==> config.mk <==
export PLATFORM = sky130hd
export DESIGN_NAME = mul_mdc_ctrl_fsm
export DESIGN_NICKNAME = d
export VERILOG_FILES = /design/src/rtl/mul_mdc_package.sv /design/src/rtl/mul_mdc_watchdog.sv /design/src/rtl/mul_mdc_ctrl_fsm.sv
export SDC_FILE = /design/constraint.sdc
export NUM_CORES = 1
export LEC_CHECK = 0
export CORE_ASPECT_RATIO = 1.5
export CORE_MARGIN = 1.5
export CORE_UTILIZATION = 35
export DETAILED_ROUTE_END_ITERATION = 16
export PLACE_DENSITY = 0.77
export SYNTH_ARGS = -nofsm -noshare
export SYNTH_HDL_FRONTEND = slang
export SYNTH_SLANG_ARGS = --single-unit
==> constraint.sdc <==
create_clock -name clk_i -period 2.56 [get_ports clk_i]
set_clock_uncertainty 0.15 [all_clocks]
set_input_delay 0.256 -clock clk_i [delete_from_list [all_inputs] [get_ports clk_i]]
set_output_delay 0.256 -clock clk_i [all_outputs]
set_load 0.01 [all_outputs]
Fig. 1: clock nets
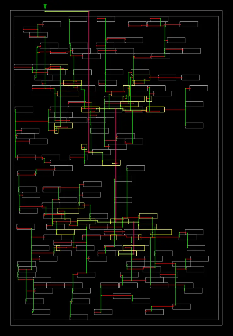
total clock network power: 2.66 mW
Layout clock buffers: 19
clock buffers created by TritonCTS: 17
sink count of the clock tree: 136
Seq cells: 136

Fig. 2: M2 wires
Bar = 20 um.
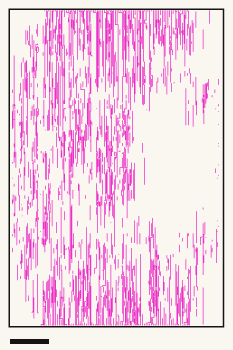
The layer holds 57% of the routed length. 755 nets have wire on it. The layer carries 8930 um of wire.
via count of the routed design: 4263
global routing usage on met2: 0.344
final WL: 15.7 mm

Fig. 3: metal 3
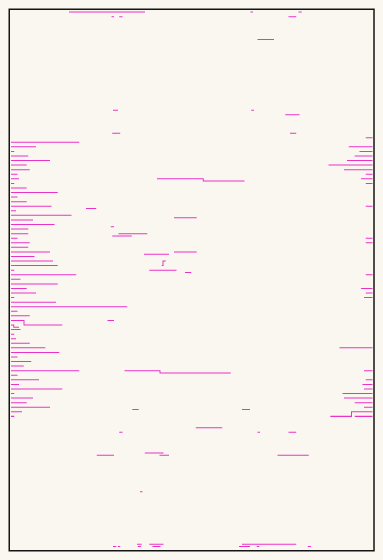
112 nets have wire on it. The longest straight run is 34.3 um. The layer carries 775 um of wire. The layer holds 4.9% of the routed length. The wires run mostly horizontal.
GR met3 Demand/Resource: 0.0515

==> run notes <==
Purpose: to document the outcome of synthesis and place and route.

Setup path
The worst setup path is captured at a flop. The biggest fanout along the worst timing path is 8. The biggest cell delay along the critical path is about 0.36 ns. The number of buffers and inverters on the critical path is 0.

Walking the critical path from launch to capture passes 9 cell instances. The top cell family by delay on the critical path is simple AND/OR/NAND/NOR gates. STA classifies the critical path startpoint as a flop. The critical path is of the flop to flop type.

Logic synthesis
The area share of and-or/or-and cells after synthesis is 0.0312. For this run, the register share of the synthesized area comes to 0.586. In the synthesized netlist, the cells that appear most often are dfrtp_1, mux2_2, buf_4. A synthesized cell averages roughly 14 sq um. The xor-xnor portion of the synthesized cell area is 0.0181. The number of distinct library cells after synthesis is around 45.

The adder-cell area share of the yosys netlist is 0.00431. Of all flip-flops after synthesis, the portion carrying an async set or reset was 1.00. The synthesized flop and latch total is 136. The gate count of the mapped netlist is 419. In the post-synthesis netlist, the cell with the most instances is dfrtp_1. The dominant cell type by area after synthesis is dfrtp_1. The synthesized netlist was found by Yosys to have approximately 420 cells. Post-synth the commonest register cell is dfrtp_1. Of the total synthesized cell area, the portion taken by AND, OR, NAND and NOR gates is 0.0879.

In the synthesis report, Yosys lists the chip area as 5810 sq um.

Route
The highest layer touched by signal routing is met4. The wire length on met1 is roughly 5.4 mm. For this run, design rule violations remaining after detail routing come to 0. The sum of met3 wire segment lengths after detailed routing is 775 um. The first detailed-routing pass took 5 iterations. Per the detail_route log, met2 wirelength is just under 9 mm. The count of nets left with antenna violations once routing finished came out at 0.

Power and ir drop
The power density of the placed cells is just under 900 nW/um^2. The design draws 8.06 mW. Sequential cells consume a total of a little under 3 mW. The combinational-cell power consumption is approximately 2.4 mW. Per the OpenROAD power report, leakage power amounts to approximately 3.8 nW.

Of the total power, registers draw 0.368. The worst supply voltage drop on vdd is 0.000467 V. The switching share of power is 0.264. The highest-power group is registers.

The share of total power in combinational logic is 0.302.

Floorplan
The core footprint is approximately 16000 sq um. In this run the core area contains approximately 57 standard-cell rows. The number of top-level design ports is about 250.

Status
The run finished with clean final reports.

Timing
The last timing report of the flow puts the setup violation total at 0. After layout, the minimum clock period comes to about 2.5 ns. The fmax is a little over 400 MHz. Of the available clock period, the critical path in the final layout requires 0.957. The number of hold-slack violations in the final timing report is 0.

Layout
The number of ordinary inverters in the final layout is 6. The share of cell area taken by flip-flops and latches is 0.373. The proportion of cell area occupied by multi-input gates is 0.245.

The count of multi-input combinational gates is 256. Leaving out buffers and inverters, the combinational logic in the layout accounts for roughly 2200 sq um. The non-clock buffer instance count of the final layout is between 200 and 300. Per the final report, the share of cell area in clock cells is 0.0695.

In this run the layout overhead on the synthesized area is reported as 57.1%. The antenna diode instance count is 0. In the layout the commonest cells are clkdlybuf4s50_1, dfrtp_1, mux2_2, nor2_1.

The final net count is ~800.

Clock network
The clock tree from TritonCTS is yes. After clock tree synthesis, the repair step resized 2 gates. The maximum clock insertion buffer count is 2.

Global routing
The total global routing overflow is 0. The number of antenna violations at the first check in global routing is 0. The largest net degree at the start of global routing is about 59.

Min path
According to the hold report, the worst path is of the primary input to asynchronous set/reset pin type.

Placed design
The count of placed standard cells including taps is between 800 and 900. The routability-driven placement congestion ratio is slightly above 0.8.
No activity file was given, so power comes from the tool's default toggle rates.
